### Placed cells, one colour a class, run 1

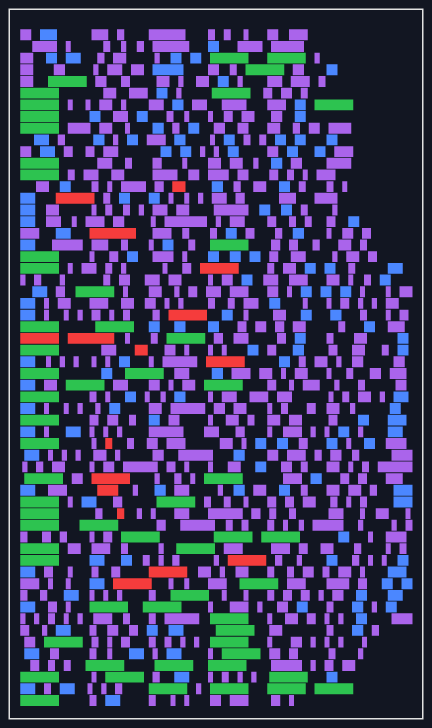
### Metal layers overlaid, run 1

Scale bar: 20 um.
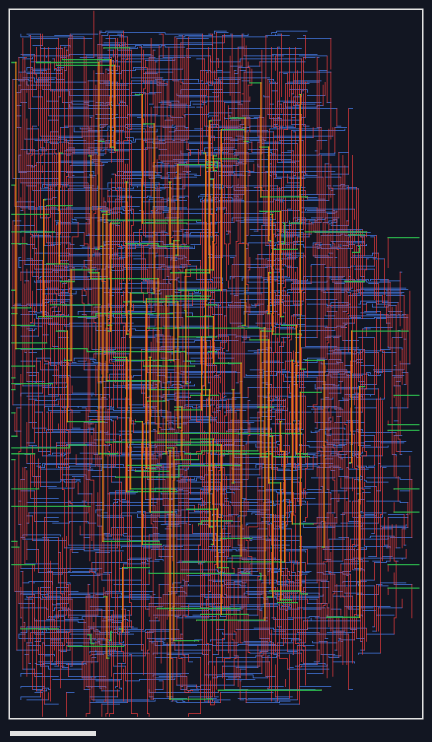
### Clock wiring as the flow saved it, run 1

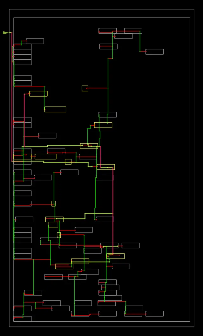
**config.mk**
```make
export PLATFORM = sky130hd
export DESIGN_NAME = fc_accum_func_flat
export DESIGN_NICKNAME = d
export VERILOG_FILES = /design/src/rtl/fc_pkg.sv /design/src/rtl/fc_accum_func_if.sv /design/src/rtl/fc_requant.sv /design/src/rtl/fc_accum_func.sv /design/src/flat_wrapper.sv
export SDC_FILE = /design/constraint.sdc
export NUM_CORES = 1
export LEC_CHECK = 0
export CELL_PAD_IN_SITES_DETAIL_PLACEMENT = 2
export CELL_PAD_IN_SITES_GLOBAL_PLACEMENT = 2
export CORE_ASPECT_RATIO = 1.75
export CORE_MARGIN = 2
export CORE_UTILIZATION = 36
export DETAILED_ROUTE_END_ITERATION = 7
export PLACE_DENSITY = 0.83
export SKIP_CTS_REPAIR_TIMING = 1
export SYNTH_ARGS = -nofsm -noshare
export SYNTH_HDL_FRONTEND = slang
export SYNTH_SLANG_ARGS = --single-unit
```
**constraint.sdc**
```tcl
create_clock -name clk -period 6 [get_ports clk]
set_input_delay 0.9 -clock clk [delete_from_list [all_inputs] [get_ports clk]]
set_output_delay 0.9 -clock clk [all_outputs]
set_load 0.1 [all_outputs]
```
**src/rtl/fc_pkg.sv**
```systemverilog
// Shared types and width helpers for the fc layer output-side function units.
package fc_pkg;

    typedef enum logic [1:0] {IDLE, RD, DRAIN, OUT} fc_state_e;

    function automatic int ceil_div(input int a, input int b);
        return (a + b - 1) / b;
    endfunction

    // $clog2 floored at 1 so single-entry dimensions still get a real bit
    function automatic int clogw(input int x);
        return (x <= 1) ? 1 : $clog2(x);
    endfunction

    function automatic int acc_width(input int dsz, input int v_tiles, input int bpw);
        return dsz + $clog2(v_tiles) + bpw + 1;
    endfunction

endpackage

```
**src/rtl/fc_accum_func_if.sv**
```systemverilog
// CIM output-buffer read port plus next-layer input-buffer write port.
interface fc_accum_func_if #(
    parameter int DW  = 8,
    parameter int V   = 1,
    parameter int H   = 1,
    parameter int RAW = 9,
    parameter int OAW = 4,
    parameter int ODW = 8
);
    logic [V-1:0][H-1:0][DW-1:0] i_data;
    logic [RAW-1:0]              o_cim_rd_addr;
    logic                        i_next_busy;
    logic                        o_we;
    logic [OAW-1:0]              o_addr;
    logic [ODW-1:0]              o_data;

    modport master (
        input  i_data, i_next_busy,
        output o_cim_rd_addr, o_we, o_addr, o_data
    );

    modport slave (
        output i_data, i_next_busy,
        input  o_cim_rd_addr, o_we, o_addr, o_data
    );
endinterface

```
**src/rtl/fc_requant.sv**
```systemverilog
// Combinational requantiser: arithmetic right shift, optional ReLU, signed saturation.
module fc_requant #(
    parameter int ACC_WIDTH            = 18,
    parameter int OUTPUT_DATATYPE_SIZE = 8,
    parameter int SHIFT_W              = $clog2(ACC_WIDTH)
) (
    input  logic signed [ACC_WIDTH-1:0]            acc,
    input  logic        [SHIFT_W-1:0]              shift,
    input  logic                                   relu,
    output logic signed [OUTPUT_DATATYPE_SIZE-1:0] res
);
    logic signed [ACC_WIDTH-1:0] sh_v, rl_v;

    always_comb begin
        sh_v = acc >>> shift;
        rl_v = (relu && sh_v[ACC_WIDTH-1]) ? '0 : sh_v;
    end

    generate
        if (OUTPUT_DATATYPE_SIZE >= ACC_WIDTH) begin : g_ext
            assign res = OUTPUT_DATATYPE_SIZE'(rl_v);
        end else begin : g_sat
            localparam logic signed [ACC_WIDTH-1:0] MAXV = ACC_WIDTH'((2 ** (OUTPUT_DATATYPE_SIZE - 1)) - 1);
            localparam logic signed [ACC_WIDTH-1:0] MINV = ACC_WIDTH'(-(2 ** (OUTPUT_DATATYPE_SIZE - 1)));
            always_comb begin
                if (rl_v > MAXV)      res = MAXV[OUTPUT_DATATYPE_SIZE-1:0];
                else if (rl_v < MINV) res = MINV[OUTPUT_DATATYPE_SIZE-1:0];
                else                  res = rl_v[OUTPUT_DATATYPE_SIZE-1:0];
            end
        end
    endgenerate
endmodule

```
**src/rtl/fc_accum_func.sv**
```systemverilog
// FC output function unit: reads bit-sliced CIM columns, shift-accumulates with a
// negative MSB slice, requantises and writes each neuron to the next layer's ibuf.
module fc_accum_func
    import fc_pkg::*;
#(
    parameter int INPUT_SIZE           = 500,
    parameter int OUTPUT_SIZE          = 10,
    parameter int XBAR_SIZE            = 512,
    parameter int DATATYPE_SIZE        = 8,
    parameter int BITS_PER_WEIGHT      = 8,
    parameter int OUTPUT_DATATYPE_SIZE = 8,
    parameter int V_CIM_TILES          = ceil_div(INPUT_SIZE, XBAR_SIZE),
    parameter int H_CIM_TILES          = ceil_div(OUTPUT_SIZE * BITS_PER_WEIGHT, XBAR_SIZE),
    parameter int ACC_WIDTH            = acc_width(DATATYPE_SIZE, V_CIM_TILES, BITS_PER_WEIGHT),
    localparam int SHIFT_W             = clogw(ACC_WIDTH)
) (
    input  logic               clk,
    input  logic               rst,
    input  logic               i_start,
    input  logic [SHIFT_W-1:0] i_shift,
    input  logic               i_relu,
    output logic               o_busy,
    output logic               o_done,
    fc_accum_func_if.master    bus
);
    localparam int RAW = clogw(XBAR_SIZE);
    localparam int OAW = clogw(OUTPUT_SIZE);
    localparam int HW  = clogw(H_CIM_TILES);
    localparam int BW  = clogw(BITS_PER_WEIGHT);
    localparam int SW  = DATATYPE_SIZE + clogw(V_CIM_TILES);
    localparam logic [BW-1:0]  B_LAST = BW'(BITS_PER_WEIGHT - 1);
    localparam logic [OAW-1:0] N_LAST = OAW'(OUTPUT_SIZE - 1);
    localparam logic [RAW-1:0] A_LAST = RAW'(XBAR_SIZE - 1);

    fc_state_e state, nxt;

    logic [OAW-1:0] n;
    logic [BW-1:0]  b, rd_b;
    logic [HW-1:0]  h, rd_h;
    logic [RAW-1:0] rd_addr;
    logic           rd_vld;
    logic [SW-1:0]  slice;
    logic [SHIFT_W-1:0] shift_q;
    logic           relu_q;
    logic signed [ACC_WIDTH-1:0] acc, acc_nxt;
    logic signed [OUTPUT_DATATYPE_SIZE-1:0] rq;
    logic start_ok, issue, last_b, last_n, fire, adv;

    assign bus.o_cim_rd_addr = rd_addr;

    always_ff @(posedge clk or posedge rst) begin
        if (rst) state <= IDLE;
        else     state <= nxt;
    end

    always_comb begin
        nxt = state;
        case (state)
            IDLE:    if (i_start) nxt = RD;
            RD:      if (last_b) nxt = DRAIN;
            DRAIN:   nxt = OUT;
            OUT:     if (fire) nxt = last_n ? IDLE : RD;
            default: nxt = IDLE;
        endcase
    end

    always_comb begin
        start_ok = (state == IDLE) && i_start;
        issue    = (state == RD);
        last_b   = (b == B_LAST);
        last_n   = (n == N_LAST);
        fire     = (state == OUT) && !bus.i_next_busy;
        adv      = (issue && !last_b) || (fire && !last_n);
    end

    // rd_b/rd_h describe the column whose data is on i_data this cycle
    always_comb begin
        slice = '0;
        for (int v = 0; v < V_CIM_TILES; v++)
            slice = slice + SW'(bus.i_data[v][rd_h]);
        if (rd_b == B_LAST) acc_nxt = acc - (ACC_WIDTH'(slice) << rd_b);
        else                acc_nxt = acc + (ACC_WIDTH'(slice) << rd_b);
    end

    fc_requant #(
        .ACC_WIDTH            (ACC_WIDTH),
        .OUTPUT_DATATYPE_SIZE (OUTPUT_DATATYPE_SIZE),
        .SHIFT_W              (SHIFT_W)
    ) u_requant (
        .acc   (acc_nxt),
        .shift (shift_q),
        .relu  (relu_q),
        .res   (rq)
    );

    always_ff @(posedge clk or posedge rst) begin
        if (rst) begin
            n          <= '0;
            b          <= '0;
            h          <= '0;
            rd_addr    <= '0;
            rd_vld     <= 1'b0;
            rd_b       <= '0;
            rd_h       <= '0;
            acc        <= '0;
            shift_q    <= '0;
            relu_q     <= 1'b0;
            bus.o_we   <= 1'b0;
            bus.o_addr <= '0;
            bus.o_data <= '0;
            o_done     <= 1'b0;
            o_busy     <= 1'b0;
        end else begin
            rd_vld   <= issue;
            rd_b     <= b;
            rd_h     <= h;
            bus.o_we <= fire;
            o_done   <= fire && last_n;
            o_busy   <= (nxt != IDLE) || (fire && last_n);
            if (start_ok) begin
                n       <= '0;
                b       <= '0;
                h       <= '0;
                rd_addr <= '0;
                acc     <= '0;
                shift_q <= i_shift;
                relu_q  <= i_relu;
            end else begin
                if (fire)        acc <= '0;
                else if (rd_vld) acc <= acc_nxt;
                if (issue && !last_b) b <= b + 1'b1;
                else if (fire)        b <= '0;
                if (fire && !last_n) n <= n + 1'b1;
                // global column walks linearly across neurons; wrap into the next tile
                if (adv) begin
                    if (rd_addr == A_LAST) begin
                        rd_addr <= '0;
                        h       <= h + 1'b1;
                    end else begin
                        rd_addr <= rd_addr + 1'b1;
                    end
                end
                // result captured as the last slice lands; held through OUT and the write
                if (state == DRAIN) begin
                    bus.o_data <= rq;
                    bus.o_addr <= n;
                end
            end
        end
    end
endmodule

```
**src/flat_wrapper.sv**
```systemverilog
// flat-port wrapper written by rule: the top's interface ports become plain ports
module fc_accum_func_flat import fc_pkg::*;
#(
    parameter int INPUT_SIZE           = 500,
    parameter int OUTPUT_SIZE          = 10,
    parameter int XBAR_SIZE            = 512,
    parameter int DATATYPE_SIZE        = 8,
    parameter int BITS_PER_WEIGHT      = 8,
    parameter int OUTPUT_DATATYPE_SIZE = 8,
    parameter int V_CIM_TILES          = ceil_div(INPUT_SIZE, XBAR_SIZE),
    parameter int H_CIM_TILES          = ceil_div(OUTPUT_SIZE * BITS_PER_WEIGHT, XBAR_SIZE),
    parameter int ACC_WIDTH            = acc_width(DATATYPE_SIZE, V_CIM_TILES, BITS_PER_WEIGHT),
    localparam int SHIFT_W             = clogw(ACC_WIDTH)
)
  (clk, rst, i_start, i_shift, i_relu, o_busy, o_done, bus_i_data, bus_i_next_busy, bus_o_cim_rd_addr, bus_o_we, bus_o_addr, bus_o_data);
  fc_accum_func_if bus_i ();
  input  logic clk;
  input  logic rst;
  input  logic i_start;
  input  logic [SHIFT_W-1:0] i_shift;
  input  logic i_relu;
  output logic o_busy;
  output logic o_done;
  input wire logic [$bits(bus_i.i_data)-1:0] bus_i_data;
  input wire logic [$bits(bus_i.i_next_busy)-1:0] bus_i_next_busy;
  output wire logic [$bits(bus_i.o_cim_rd_addr)-1:0] bus_o_cim_rd_addr;
  output wire logic [$bits(bus_i.o_we)-1:0] bus_o_we;
  output wire logic [$bits(bus_i.o_addr)-1:0] bus_o_addr;
  output wire logic [$bits(bus_i.o_data)-1:0] bus_o_data;
  assign bus_i.i_data = bus_i_data;
  assign bus_i.i_next_busy = bus_i_next_busy;
  assign bus_o_cim_rd_addr = bus_i.o_cim_rd_addr;
  assign bus_o_we = bus_i.o_we;
  assign bus_o_addr = bus_i.o_addr;
  assign bus_o_data = bus_i.o_data;
  fc_accum_func #(.INPUT_SIZE(INPUT_SIZE), .OUTPUT_SIZE(OUTPUT_SIZE), .XBAR_SIZE(XBAR_SIZE), .DATATYPE_SIZE(DATATYPE_SIZE), .BITS_PER_WEIGHT(BITS_PER_WEIGHT), .OUTPUT_DATATYPE_SIZE(OUTPUT_DATATYPE_SIZE), .V_CIM_TILES(V_CIM_TILES), .H_CIM_TILES(H_CIM_TILES), .ACC_WIDTH(ACC_WIDTH)) u_core (.clk(clk), .rst(rst), .i_start(i_start), .i_shift(i_shift), .i_relu(i_relu), .o_busy(o_busy), .o_done(o_done), .bus(bus_i));
endmodule
```
==> notes.md, run 1 <==
Figures from the implementation reports.

- The hold path startpoint is u_core.b[1].
- The nature of the critical path endpoint is a register.
- The total overflow left after global routing is 0.
- The signal arrival time at the worst endpoint reads ~6.4 ns.
- The first global-routing pass estimated 36.9 mm of wire.
- The total count of hold-check failures in the final report reads 0.
- The source-to-sink clock delay at the later pin of the worst-skew pair reads ~0.35 ns.
- The worst-case hold slack reads around 0.48 ns.
- Counting tap cells, the placed design contains a total of 935 instances.
- The clock transition at the registers of the reported paths reads ~0.06 ns.
- The combined global-route utilization of all metal layers reads 31.2%.
- The met2 layer wire length in the routed design reads 15.8 mm.
- The fraction of area in registers reads approximately a fifth.
- The total cell area reported by yosys after synthesis is 0.00533 mm2.
- The tapcell count reads between 150 and 200.
- The number of antenna violations at the first check in global routing is 0.
- The area share of xor/xnor cells in the synthesized design is 5.33%.
- The number of warnings the tools reported reads 28.
- The launch point of the worst register-to-register path is recorded as u_core.rd_b[1].
- The area taken by flip-flops and latches reads around 0.0015 mm2.
- The highest routed metal layer is met4.
- The number of buffers outside the clock class in the layout is ~140.
- The gate count after technology mapping reads ~670.
- The synthesized netlist net count is roughly 710.
- The initial core utilization reads a little under two fifths.
- The yosys cell count reads between 600 and 700.
- The global placer's final weighted congestion is roughly 0.9.
- The critical path launch point is bus_i_data[4].
- The met3 routed wirelength is between 1 and 1.5 mm.
- The worst setup margin is -0.201 ns.
- The mean instance size in the synthesized netlist is 7.98 um2.
- The most used routing layer in global routing reads met2.
- The measured slew at the worst slew-check pin is 1.03 ns.
- Leaving out buffers and inverters, the combinational logic in the layout accounts for ~0.0038 mm2.
- The final-layout clock-cell area share reads around 4.6%.
- The final reports fail on negative setup slack.
- The wire length per cell after detailed routing reads about 30 um.
- The root buffer cell chosen for the clock tree is sky130_fd_sc_hd__clkbuf_16.
- The number of vias per cell after detailed routing reads around 6.5.
- The number of storage elements in the synthesis netlist is about 60.
- The fraction of cell area in non-clock buffers reads 16.5%.
- The maximum clock frequency reads about 160 MHz.
- The global routing met1 resource utilization is a little under a third.
- The dominant kind of combinational cell is AND-OR/OR-AND gates.
- The signal on the critical path passes through clkdlybuf4s50_1 -> mux2_2 -> nor2_1 -> nand2_1 -> or3_1 -> a21oi_2 -> a21oi_1 -> xor2_1 -> ha_1 -> buf_4 -> and3_4 -> a221o_1 -> nor3_2 -> o2bb2ai_2 -> xor2_2 -> mux2i_4 -> mux2i_2 -> buf_4 -> o2111ai_1 -> o41ai_4 -> a22oi_2 -> o22a_1.
- The met3 track utilization from global routing is 4.93%.
- The met1 wire length is about 10 mm.
- The filler cells instantiated in the layout total roughly 1600.
- The area share of the leading cell type in the synthesized netlist is ~28%.
- The synthesis report names the predominant flop master as sky130_fd_sc_hd__dfrtp_1.
- The die extent in x reads between 90 and 100 um.
- The script parses the final routing iteration and logs DRC violations as 0.
- The fraction of cell area in multi-input combinational cells is reported as a little over half.
- The fraction of final layout cells sized beyond drive strength 1 is between 20% and 30%.
- The dominant cell type by area after synthesis reads sky130_fd_sc_hd__dfrtp_1.
- The timing report gives the worst reg2reg path a setup slack of -0.08 ns.
- met2 track demand over resource after global routing is 59.3%.
- The I/O pin count reads around 42.
- The vias after detailed routing reads approximately 6300.
- The non-clock inverter total of the final layout reads 20.
- The library cell contributing the largest single delay on the critical path is sky130_fd_sc_hd__o41ai_4.
- The number of multi-input combinational cells in the layout is roughly 550.
- The launching element type of the critical path reads a primary input.
- The cell class with the largest area share is combinational gates.
- The pin count of the biggest net entering global routing reads ~60.
- The synthesized-area fraction occupied by adder cells is 5.78%.
- By instance count, the cell type seen most on the critical path is sky130_fd_sc_hd__buf_4.
- The clock net sink count reads 60.
- The worst hold path cell count reads 0.
- During synthesis, Yosys emitted a total of 0 warnings.
- The gate-level netlist out of Yosys references about 73 unique cell types.
- The relative area change from synthesis to final layout is 34.0%.
- The longest clock path from root to sink contains 2 buffers.
- The simple-gate share of the synthesized area is a little under a quarter.
- For reference, the top cells by count after synthesis are sky130_fd_sc_hd__nand2_1, sky130_fd_sc_hd__nor2_1, sky130_fd_sc_hd__dfrtp_1.
- The total negative setup slack reads -1.27 ns.
- The shortest period the worst path allows is 6.20 ns.
- The number of maximum-capacitance violations recorded for the run is 0.
- The flow ran to the end, but the final reports show violations.
- The first TritonRoute pass finished after 5 iterations.
- The final antenna diode count reads 0.
- After Yosys synthesis, AND-OR and OR-AND compound gates account for a little over a quarter of the synthesized area.
- The most frequently used cell type in the post-synthesis netlist is sky130_fd_sc_hd__nand2_1.
- The setup-violating endpoint count in the final report is 7.
- The number of global-route vias before repair reads around 6700.
- OpenROAD reports that the post-layout worst path occupies 103% of the period.
- In this run the cell area of the synthesized design comes to roughly 0.0053 mm2.
- Yosys attributes the largest share of cell area to sky130_fd_sc_hd__dfrtp_1, sky130_fd_sc_hd__nand2_1, sky130_fd_sc_hd__nor2_1.
- The type of the worst setup path is in -> reg.
- The count of nets after finishing is approximately 800.
- The chip footprint reads around 0.016 mm2.
- The number of nets still failing antenna checks after routing is 0.
- Measured in cells, the most critical reg-to-reg path has a length of 22.
- The post-DP HPWL reads around 17 mm.
- The number of clock-tree buffers in the layout reads 10.
- The final instance count without filler cells is approximately 960.
- The violation count after the first detailed-routing iteration reads 461.
-- 'Placed cells, one colour a class' (at the start) --
Key: clock drivers and dummy loads = red [cells 16, share of their area 4.7%]; all other logic = purple [cells 568, share of their area 56%]; flip-flops = green [cells 60, share of their area 22%]; other buffers and delay cells = blue [cells 140, share of their area 17%]
Final Core Density: 49.4%
area of all placed cells without fillers: 0.00714 mm2
number of rows in the core area: 58
area of the core: 0.0144 mm2

-- 'Metal layers overlaid' (at the start) --
Key: met2 = red [wire length 15800 um]; met4 = orange [wire length 2130 um]; met3 = green [wire length 1210 um]; met1 = blue [wire length 10100 um]

-- 'Clock wiring as the flow saved it' (at the start) --
num sequential: 60
number of buffers inserted during clock tree synthesis: 9
Max Clock Skew: 0.00886 ns

run 1: sequential cells by signal, indices dropped and copies added (netlist names):
signal and cells:
u_core.acc 17, u_core.b 3, u_core.bus.o_addr 4, u_core.bus.o_cim_rd_addr 9, u_core.bus.o_data 8, u_core.bus.o_we 1, u_core.n 4, u_core.o_busy 1
u_core.o_done 1, u_core.rd_b 3, u_core.rd_vld 1, u_core.relu_q 1, u_core.shift_q 5, u_core.state 2
run 1: worst max-delay path, delay by kind of cell:
family | cells | cell delay, ns
AND-OR/OR-AND | 8 | 2.11
multiplexers | 3 | 0.69
XOR/XNOR | 2 | 0.45
buffers and inverters | 3 | 0.78
adder cells (fa/ha/maj) | 1 | 0.36
AND/OR/NAND/NOR | 5 | 1.11
run 1: cell families (layout without fill, tap and decap cells):
| logic type | Yosys count | after routing |
|---|---|---|
| flip-flops | 60 | 60 |
| AND-OR/OR-AND | 206 | 206 |
| buffers and inverters | 59 | 176 |
| adder cells (fa/ha/maj) | 24 | 24 |
| AND/OR/NAND/NOR | 260 | 260 |
| multiplexers | 29 | 29 |
| XOR/XNOR | 29 | 29 |
run 1: metrics by stage:
| step | area [um2] | setup WS [ns] |
|---|---|---|
| 2_1_floorplan | 5330 | 0.503 |
| 3_3_place_gp | 6430 | -0.170 |
| 3_5_place_dp | 6430 | -0.435 |
| 4_1_cts | 6760 | -0.340 |
| 5_1_grt | 7140 | -0.416 |
| 6_report | 7140 | -0.201 |
run 1: placed cells by master, fill, tap and decap left out, drive strengths merged, types with 17 or more instances in the layout:
cell           count
buf               99
ha                23
o21ai             56
nand2             84
nor3              18
nor2              83
mux2i             17
inv               18
clkdlybuf4s50     37
a21oi             46
dfrtp             60
==> inputs of run 2 (changes only) <==
==> constraint.sdc (replaced) <==
create_clock -name clk -period 6 [get_ports clk]
set_input_delay 0.9 -clock clk [delete_from_list [all_inputs] [get_ports clk]]
set_output_delay 0.9 -clock clk [all_outputs]
set_load 0.02 [all_outputs]
### Metal layers overlaid, run 2

Scale bar: 20 um.
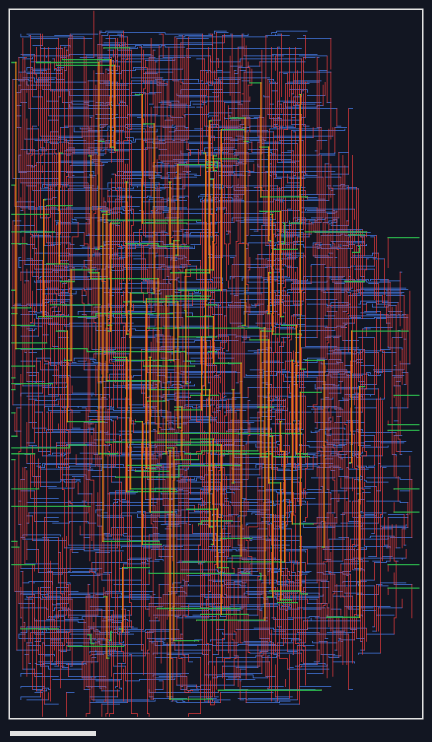
Key: met1 = blue [wire length 10100 um]; met4 = orange [wire length 2130 um]; met2 = red [wire length 15800 um]; met3 = green [wire length 1210 um]

==> notes.md, run 2 <==
Figures from the implementation reports.

- The worst reg2reg path startpoint reads u_core.rd_b[1].
- The register with the most flip-flops in the layout has 17 of them.
- The number of library cell types mapped by synthesis reads between 70 and 80.
- On the critical path the largest part of the delay comes from AND-OR/OR-AND gates.
- The combined global-route utilization of all metal layers is between 30% and 40%.
- The clock transition at the registers of the reported paths reads ~0.06 ns.
- Per the post-synthesis stats, the area per cell is roughly 8 um2.
- Synthesis produced a netlist with a net count of between 700 and 800.
- The chip occupies between 0.015 and 0.02 mm2.
- The final timing summary puts the cycle share of the worst path at 103%.
- The number of CTS-inserted buffers is 9.
- The remaining design rule violation count reads 0.
- The worst hold path cell count is 0.
- The global-route wire length before repair is between 30 and 40 mm.
- The fraction of final layout cells sized beyond drive strength 1 is between 20 and 25%.
- The cell total after placement reads slightly above 900.
- For this run, the detailed router reports a per-instance via density of approximately 6.5.
- After the first detailed-routing iteration, the DRC count stood at 461.
- The number of warnings the tools reported is 28.
- The placed cell area is between 0.006 and 0.007 mm2.
- The final layout reports a setup TNS of -1.27 ns.
- The number of detailed-routing iterations run before antenna repair is 5.
- The wire length per cell after detailed routing reads just over 30 um.
- Summing all flip-flop and latch instances after layout gives approximately 0.0015 mm2.
- The total count of hold-check failures in the final report is 0.
- The final reports fail on negative setup slack.
- The largest clock skew in the final design reads between 0.008 and 0.009 ns.
- Per the Yosys statistics, synthesis produced 667 cells.
- On the final layout, the worst hold slack is about 0.48 ns.
- The detailed router placed 6281 vias in this run.
- The post-placement setup slack reads -0.435 ns.
- The maximum count of clock buffers along a single path is 2.
- The launching element type of the critical path reads a primary input.
- The type of the worst setup path reads in -> reg.
- Once routing completed, OpenROAD measured the worst setup slack at -0.201 ns.
- The final antenna diode count reads 0.
- The total cell area reported by yosys after synthesis is approximately 0.0053 mm2.
- By instance count, the cell type seen most on the critical path is sky130_fd_sc_hd__buf_4.
- The area share of the leading cell type in the synthesized netlist is about 28%.
- The signal arrival time at the worst endpoint is between 6 and 7 ns.
- The CTS log lists the clock sinks for this run as 60.
- For this run, the final setup violation count is recorded as 7.
- In this build the clock could be raised as far as ~160 MHz.
- The number of storage elements in the synthesis netlist is around 60.
- The run finished, with violations left.
- The number of global-route vias before repair is roughly 6700.
- The count of nets after finishing reads just over 800.
- The post-route standard cell area excluding fillers is roughly 0.0071 mm2.
- The pin count of the biggest net entering global routing is between 60 and 70.
- The detail route stage leaves a number of antenna-violating nets equal to 0.
- Ranked by flip-flop count, first place goes to u_core.acc.
-- run 2: cell counts in the layout (fill, tap and decap cells not counted) --
Identical to the previous run, type by type.
-- run 2: logic make-up after synthesis --
| group | count (synthesis) | share of synthesized area [%] |
|---|---|---|
| AOI/OAI and AO/OA | 206 | 26.1 |
| xor gates and xnor gates | 29 | 5.33 |
| adders and majority gates | 24 | 5.78 |
| buffers and inverters | 59 | 4.65 |
| DFF | 60 | 28.2 |
| muxes | 29 | 7.42 |
| and+or+nand+nor | 260 | 22.5 |
-- run 2: final cells by class --
type                            instances  area share, %
Timing Repair Buffer                  140           16.5
Multi-Input combinational cell        548           53.6
Sequential cell                        60           21.0
Inverter                               20           1.05
Clock inverter                          6           1.23
Tap cell                              180           3.16
Clock buffer                           10           3.35
-- run 2: worst max path at each step --
stage,endpoint,depth (start not counted),from
finish,u_core.bus.o_data[4],22,bus_i_data[4]
CTS,u_core.bus.o_data[1],24,bus_i_data[1]
global route,u_core.bus.o_data[4],23,bus_i_data[4]
floorplan,u_core.bus.o_data[2],21,bus_i_data[0]
global placement,u_core.bus.o_data[0],22,bus_i_data[5]
detailed placement,u_core.bus.o_data[6],24,bus_i_data[1]
-- run 2: routing by layer --
metal  part of all wire (%)  vias to the layer above  global-route usage, %
li1                       -                     2647                      -
met1                     34                     3247                   30.4
met2                     54                      253                   59.3
met3                    4.1                      134                   4.93
met4                    7.3                        0                   18.5
met5                      0                        -                      0
-- run 2: worst register-to-register path: cells and delay by family (launching register included) --
kind,cells,cell delay [ns]
buf+inv,2,0.33
simple gates,5,1.10
compound gates,8,2.12
flops,1,0.71
xor+xnor,2,0.45
mux,4,0.87
fa+ha+maj,1,0.36
